`src/rtl/plate_row_locator.sv`:
```
// plate_row_locator: finds the longest run of high-transition rows in a binarized frame; ROW_STATS_EN adds per-row transition debug outputs
module plate_row_locator #(
  parameter int IMG_W        = 320,
  parameter int IMG_H        = 240,
  parameter int TRANS_THRESH = 20,
  parameter int MIN_BAND     = 8
) (
  input  logic        clk,
  input  logic        rst,
  input  logic        frame_start,
  input  logic        pix_valid,
  input  logic [11:0] pix_in,
  output logic        pix_ready,
  output logic        band_valid,
  output logic        band_found,
  output logic [7:0]  band_top,
  output logic [7:0]  band_bottom,
  output logic [8:0]  row_trans,
  output logic        row_stat_valid
);
  localparam logic [8:0] W_LAST = 9'(IMG_W - 1);
  localparam logic [8:0] THR    = 9'(TRANS_THRESH);
  localparam logic [7:0] H_LAST = 8'(IMG_H - 1);
  localparam logic [7:0] MINB   = 8'(MIN_BAND);
  typedef enum logic [1:0] {IDLE, ROW, ROW_END, DONE} state_t;
  state_t     state_q;
  logic [8:0] col_q, trans_q, trans_d;
  logic [7:0] row_q, run_len_q, run_start_q, best_len_q, best_top_q;
  logic [7:0] run_len_d, run_start_d, close_len;
  logic [7:0] band_top_q, band_bottom_q;
  logic       prev_b_q, band_valid_q, band_found_q;
  logic       b, accept, row_done, cand, better;
  logic       unused_bits;
  assign unused_bits = ^pix_in[10:0];
  // row evaluation and run bookkeeping; a run still open on the last row closes including that row
  always_comb begin
    b           = pix_in[11];
    accept      = pix_valid && (state_q == ROW || frame_start);
    trans_d     = (col_q != 9'd0 && b != prev_b_q && trans_q != 9'h1FF) ? trans_q + 9'd1 : trans_q;
    row_done    = state_q == ROW && pix_valid && !frame_start && col_q == W_LAST;
    cand        = trans_q >= THR;
    run_len_d   = cand ? run_len_q + 8'd1 : 8'd0;
    run_start_d = (cand && run_len_q == 8'd0) ? row_q : run_start_q;
    close_len   = cand ? run_len_d : run_len_q;
    better      = (!cand || row_q == H_LAST) && close_len >= MINB && close_len > best_len_q;
  end
  // frame FSM with registered band results; frame_start restarts from any state
  always_ff @(posedge clk) begin
    if (!rst) begin
      state_q       <= IDLE;
      col_q         <= '0;
      trans_q       <= '0;
      row_q         <= '0;
      run_len_q     <= '0;
      run_start_q   <= '0;
      best_len_q    <= '0;
      best_top_q    <= '0;
      prev_b_q      <= 1'b0;
      band_valid_q  <= 1'b0;
      band_found_q  <= 1'b0;
      band_top_q    <= '0;
      band_bottom_q <= '0;
    end else if (frame_start) begin
      state_q      <= ROW;
      col_q        <= accept ? 9'd1 : 9'd0;
      trans_q      <= '0;
      row_q        <= '0;
      run_len_q    <= '0;
      run_start_q  <= '0;
      best_len_q   <= '0;
      best_top_q   <= '0;
      prev_b_q     <= accept ? b : prev_b_q;
      band_valid_q <= 1'b0;
    end else begin
      band_valid_q <= 1'b0;
      unique case (state_q)
        IDLE: ;
        ROW: if (pix_valid) begin
          prev_b_q <= b;
          trans_q  <= trans_d;
          col_q    <= row_done ? 9'd0 : col_q + 9'd1;
          state_q  <= row_done ? ROW_END : ROW;
        end
        ROW_END: begin
          run_len_q   <= run_len_d;
          run_start_q <= run_start_d;
          trans_q     <= '0;
          best_len_q  <= better ? close_len : best_len_q;
          best_top_q  <= better ? run_start_d : best_top_q;
          row_q       <= row_q == H_LAST ? row_q : row_q + 8'd1;
          state_q     <= row_q == H_LAST ? DONE : ROW;
        end
        DONE: begin
          band_valid_q  <= 1'b1;
          band_found_q  <= best_len_q != 8'd0;
          band_top_q    <= best_len_q != 8'd0 ? best_top_q : 8'd0;
          band_bottom_q <= best_len_q != 8'd0 ? best_top_q + best_len_q - 8'd1 : 8'd0;
          state_q       <= IDLE;
        end
      endcase
    end
  end
  assign pix_ready   = state_q == ROW;
  assign band_valid  = band_valid_q;
  assign band_found  = band_found_q;
  assign band_top    = band_top_q;
  assign band_bottom = band_bottom_q;
`ifdef ROW_STATS_EN
  logic [8:0] row_trans_q;
  logic       row_stat_valid_q;
  // capture each row's final transition count so it is visible during ROW_END
  always_ff @(posedge clk) begin
    if (!rst) begin
      row_trans_q      <= '0;
      row_stat_valid_q <= 1'b0;
    end else begin
      row_stat_valid_q <= row_done;
      row_trans_q      <= row_done ? trans_d : row_trans_q;
    end
  end
  assign row_trans      = row_trans_q;
  assign row_stat_valid = row_stat_valid_q;
`else
  assign row_trans      = '0;
  assign row_stat_valid = 1'b0;
`endif
endmodule

```
`config.mk`:
```
export PLATFORM = sky130hd
export DESIGN_NAME = plate_row_locator
export DESIGN_NICKNAME = d
export VERILOG_FILES = /design/src/rtl/plate_row_locator.sv
export SDC_FILE = /design/constraint.sdc
export NUM_CORES = 1
export LEC_CHECK = 0
export ABC_AREA = 1
export CORE_AREA = 8 8 104 106
export DETAILED_ROUTE_END_ITERATION = 10
export DIE_AREA = 0 0 112 114
export GPL_ROUTABILITY_DRIVEN = 0
export PLACE_DENSITY = 0.75
export SLEW_MARGIN = 10
export SYNTH_ARGS = -nofsm -noshare
export SYNTH_HDL_FRONTEND = slang
export SYNTH_SLANG_ARGS = --single-unit
```
`constraint.sdc`:
```
create_clock -name clk -period 3.3 [get_ports clk]
set_input_delay 0.66 -clock clk [delete_from_list [all_inputs] [get_ports clk]]
set_output_delay 0.66 -clock clk [all_outputs]
set_load 0.05 [all_outputs]
```
==> run_1/cell_density.png <==
Scale: 2 px per um. The die is cut into 11 by 11 equal tiles; black is low, pale yellow is high, 0 to 100% covered.
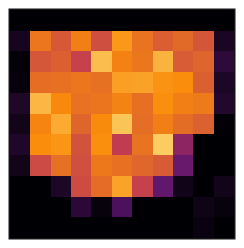
fullest tile: 89%
tiles over 75% full: 13%
mean over tiles: 38%
emptiest ninth of the die: lower right
core area: 9110 um^2
post-layout util: 0.542
FP Util: 0.489

==> run_1/clocks.png <==
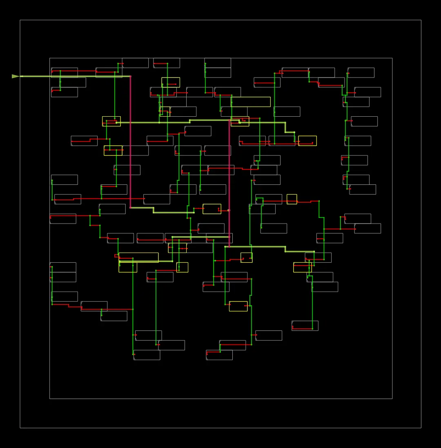
Clock Power: 836 uW
clkbuf count: 10
flip-flops: 79

==> flow_summary.json, run 1 <==
{
  "cts_setup_buffers": 0,
  "yosysWarnings": 0,
  "path_delay_family": "simple AND/OR/NAND/NOR gates",
  "cts_max_level": 3,
  "grt_util_met3": 0.0412,
  "ys_seq_frac": 0.355,
  "synthDistinctLibCells": 41,
  "topCombFamilyByArea": "simple AND/OR/NAND/NOR gates",
  "warnings": 41,
  "tns_ps": 0,
  "crit_top_cell": "nand2_1",
  "layout_min_cycle_time_ps": 2890,
  "cts-root-buf": "clkbuf_8",
  "dp_hpwl_mm": 7.14,
  "edf_count": 0,
  "grt_util_met1": 0.160,
  "clk_latency_ps": 360,
  "hold_path_end": "band_bottom[3]$_SDFFE_PN0P_",
  "max_cap_viol_count": 0,
  "drc_errors": 0,
  "dp.cells": 753,
  "yosysTopAreaCell": "dfxtp_1",
  "fin_skew_ps": 10.2,
  "grt_max_degree": 27,
  "power_frac_clock": 0.445,
  "seq_power_uw": 958,
  "min_period_over_period": 0.877,
  "n_fill_cell": 869,
  "yosysCellCount": 632,
  "critPathLaunchType": "flip-flop",
  "drt-pass1-iter-count": 4,
  "cts_tree": "built",
  "fin_cells": 769,
  "via_per_inst": 5.17,
  "drt_iter0_markers": 211,
  "placed_area_um2": 4710,
  "compound_area_frac": 0.137,
  "final_antenna_net_count": 0,
  "power_uw": 1880,
  "power_leader": "sequential cells",
  "final_nets": 700,
  "io_pins": 45,
  "reg2reg_depth": 19,
  "worstHoldStart": "band_bottom[3]$_SDFFE_PN0P_",
  "ys_area_um2": 4460,
  "end_kind": "flip-flop",
  "synthDominantCellAreaShare": 0.355,
  "timing.hold.ws_ps": 468,
  "std_cell_rows": 35,
  "p_switching_uw": 455,
  "rsz0062_at_grt": "no",
  "setup_ws_ps": 406,
  "setup_violations": 0,
  "antenna_found_initial": 0,
  "timing.rr.start": "run_len_q[1]$_SDFFE_PP0P_",
  "top_cell": "nand2_1",
  "slowest_delay_ps": 430,
  "hold_path.class": "flip-flop to flip-flop",
  "clk_pin_slew_ps": 90,
  "yosys-top-cells-count": "nand2_1 (142), inv_1 (87), dfxtp_1 (79)",
  "ctsResizeCount": 0,
  "met2_wirelength_mm": 4.79,
  "comb_power_uw": 85.5,
  "fmax_mhz": 346,
  "status": "completed",
  "critPathRequiredTime_ps": 3560,
  "intPower_uw": 1420,
  "vias": 3979,
  "power.density_nw_per_um2": 380,
  "area_growth_syn_to_layout_pct": 10.9,
  "pre_cts_ws_ps": 445,
  "tightestPinTransition_ps": 615,
  "final_cell_mix": "nand2_1 (142), inv_1 (87), dfxtp_1 (79)",
  "power_frac_seq": 0.510
}
==> run_1/placement_by_type.png <==
Scale: 3 px per um. Fill, decap, tap and diode cells in grey.
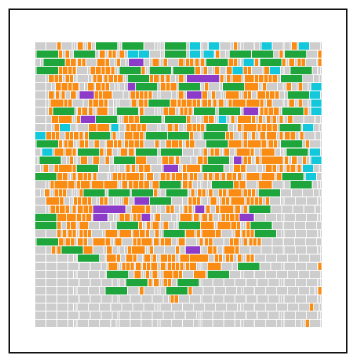
[remaining buffers and delay cells] cyan | cells: 25 | share of their area: 5.1%
[clock drivers and dummy loads] purple | cells: 16 | share of their area: 4.8%
[sequential cells] green | cells: 79 | share of their area: 33%
[combinational and other logic] orange | cells: 538 | share of their area: 57%

==> run 1: worst max-delay path by stage <==
stage	start	to	slack, ps	cells after the start
after floorplan	run_len_q[1]$_SDFFE_PP0P_	best_top_q[0]$_SDFFE_PP0P_	940	19
after global placement	run_len_q[1]$_SDFFE_PP0P_	best_len_q[1]$_SDFFE_PP0P_	530	19
after detailed placement	run_len_q[1]$_SDFFE_PP0P_	best_len_q[1]$_SDFFE_PP0P_	450	19
after CTS	run_len_q[1]$_SDFFE_PP0P_	best_len_q[1]$_SDFFE_PP0P_	430	19
after global routing	run_len_q[1]$_SDFFE_PP0P_	best_len_q[1]$_SDFFE_PP0P_	230	19
final	run_len_q[1]$_SDFFE_PP0P_	best_len_q[1]$_SDFFE_PP0P_	410	19
==> run 1: final cells by class <==
| cell class | instances | share of cell area |
|---|---|---|
| Sequential cell | 79 | 0.320 |
| Tap cell | 111 | 0.0281 |
| Clock inverter | 6 | 0.0187 |
| Timing Repair Buffer | 25 | 0.0496 |
| Multi-Input combinational cell | 439 | 0.480 |
| Clock buffer | 10 | 0.0279 |
| Inverter | 99 | 0.0752 |
==> run 1: sequential cells by signal, indices dropped and copies added, names as in the netlist <==
signal       count
state_q          2
prev_b_q         1
band_top         8
col_q            9
run_len_q        8
band_found       1
band_bottom      8
band_valid       1
trans_q          9
best_top_q       8
row_q            8
run_start_q      8
best_len_q       8
==> run 1: worst reg2reg max path, cell delays in order, from the launching register on <==
cell and delay, ps:
dfxtp_1 430, ha_1 240, nand2_2 70, inv_2 80
nand2_2 60, o21ai_0 150, nand2_1 90, nand2_1 70
nand2_1 100, inv_1 110, ha_1 230, nand2_1 70
nor2_1 60, a41oi_1 160, nand2_1 110, nor2_4 330
buf_4 240, nand3_1 80, nand2_1 80, nor2_1 40
## Run 2: what changed since run 1
--- a/config.mk
+++ b/config.mk
@@ -6,11 +6,13 @@
 export NUM_CORES = 1
 export LEC_CHECK = 0
 export ABC_AREA = 1
-export CORE_AREA = 8 8 104 106
+export CORE_AREA = 8 8 122 90
+export CTS_BUF_LIST = sky130_fd_sc_hd__clkbuf_8
 export DETAILED_ROUTE_END_ITERATION = 10
-export DIE_AREA = 0 0 112 114
+export DIE_AREA = 0 0 130 98
 export GPL_ROUTABILITY_DRIVEN = 0
-export PLACE_DENSITY = 0.75
+export PLACE_DENSITY = 0.76
+export RECOVER_POWER = 25
 export SLEW_MARGIN = 10
 export SYNTH_ARGS = -nofsm -noshare
 export SYNTH_HDL_FRONTEND = slang
==> run_2/clk_routes.png <==
Scale: 4 px per um.
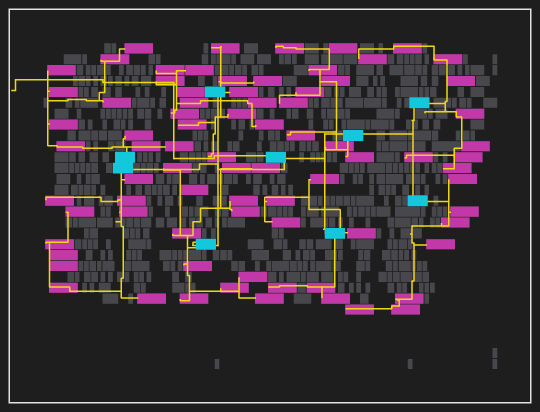
[clock drivers] cyan | count: 9
[flip-flops] magenta | count: 79
[clock wires] yellow | length: 1,030 um
routed clock nets: 10

==> run 2 against run 1 <==
Effect of this change: maximum frequency rose by 1.4%; count of clock-buffer cells in the layout fell by 1; via count increased by 1.2%; sequential power hardly changed; clock skew barely moved; global-route usage grew 0.13 points; setup slack better by 41 ps; critical endpoint is now best_top_q[6]$_SDFFE_PP0P_.
==> flow_summary.json, run 2 <==
{
  "reg.largest.list": "col_q: 9 flops, trans_q: 9 flops",
  "drt_iter0_markers": 310,
  "ys_area_um2": 4460,
  "worstHoldStart": "band_bottom[4]$_SDFFE_PN0P_",
  "topCombFamilyByArea": "simple AND/OR/NAND/NOR gates",
  "yosys-top-cells-count": "nand2_1 (142), inv_1 (87), dfxtp_1 (79)",
  "synthDominantCellAreaShare": 0.355,
  "grt_util_met3": 0.0370,
  "reg2reg_depth": 19,
  "drt-pass1-iter-count": 5,
  "tns_ps": 0,
  "yosysCellCount": 632,
  "power.density_nw_per_um2": 349,
  "seq_power_uw": 958,
  "final_nets": 700,
  "met2_wirelength_mm": 4.32,
  "hold_path_end": "band_bottom[4]$_SDFFE_PN0P_",
  "power_frac_clock": 0.392,
  "dp_hpwl_mm": 7.25,
  "max_cap_viol_count": 0,
  "vias": 4026,
  "crit_top_cell": "nand2_1",
  "setup_violations": 0,
  "final_cell_mix": "nand2_1 (142), inv_1 (89), dfxtp_1 (79)",
  "yosysWarnings": 0,
  "cts_max_level": 3,
  "std_cell_rows": 30,
  "initCoreUtil": 0.481,
  "core_um2": 9270,
  "tightestPinTransition_ps": 862,
  "status": "completed",
  "area_growth_syn_to_layout_pct": 10.1,
  "fin_util": 0.529,
  "power_frac_seq": 0.559,
  "compound_area_frac": 0.137,
  "antenna_found_initial": 0,
  "via_per_inst": 5.12
}
-- run 2: how the worst max path moves through the flow --
stage | slack [ps] | depth (start not counted) | from | end
2_1_floorplan | 940 | 19 | run_len_q[1]$_SDFFE_PP0P_ | best_top_q[0]$_SDFFE_PP0P_
3_3_place_gp | 450 | 6 | frame_start | band_bottom[7]$_SDFFE_PN0P_
3_5_place_dp | 380 | 6 | frame_start | band_bottom[3]$_SDFFE_PN0P_
4_1_cts | 460 | 19 | run_len_q[1]$_SDFFE_PP0P_ | best_top_q[6]$_SDFFE_PP0P_
5_1_grt | 20 | 19 | run_len_q[1]$_SDFFE_PP0P_ | best_top_q[4]$_SDFFE_PP0P_
6_report | 450 | 19 | run_len_q[1]$_SDFFE_PP0P_ | best_top_q[6]$_SDFFE_PP0P_
-- run 2: through the flow --
stage / power [uW] / std cells / setup slack (ps) / instance area, um^2 / hold slack [ps]
2_1_floorplan: 1050 / 641 / 939 / 4490 / 440
3_3_place_gp: 1060 / 770 / 449 / 4730 / 451
3_5_place_dp: 1060 / 770 / 385 / 4730 / 454
4_1_cts: 1720 / 786 / 459 / 4910 / 467
5_1_grt: 1770 / 786 / 16.0 / 4910 / 484
6_report: 1710 / 786 / 446 / 4910 / 465
-- run 2: kinds of logic after synthesis --
group | after synthesis
xor gates and xnor gates | 9
other | 1
DFF | 79
adders and majority gates | 31
buffers and inverters | 123
and+or+nand+nor | 277
AOI/OAI and AO/OA | 112
-- run 2: final cells by class --
cell class / count / area share
multi-input combinational: 439 / 0.483
timing repair buffer: 25 / 0.0500
clock inverter: 7 / 0.0112
clock buffer: 9 / 0.0252
inverter: 99 / 0.0757
tap: 128 / 0.0326
sequential: 79 / 0.322
Power and IR drop assume default switching activity.
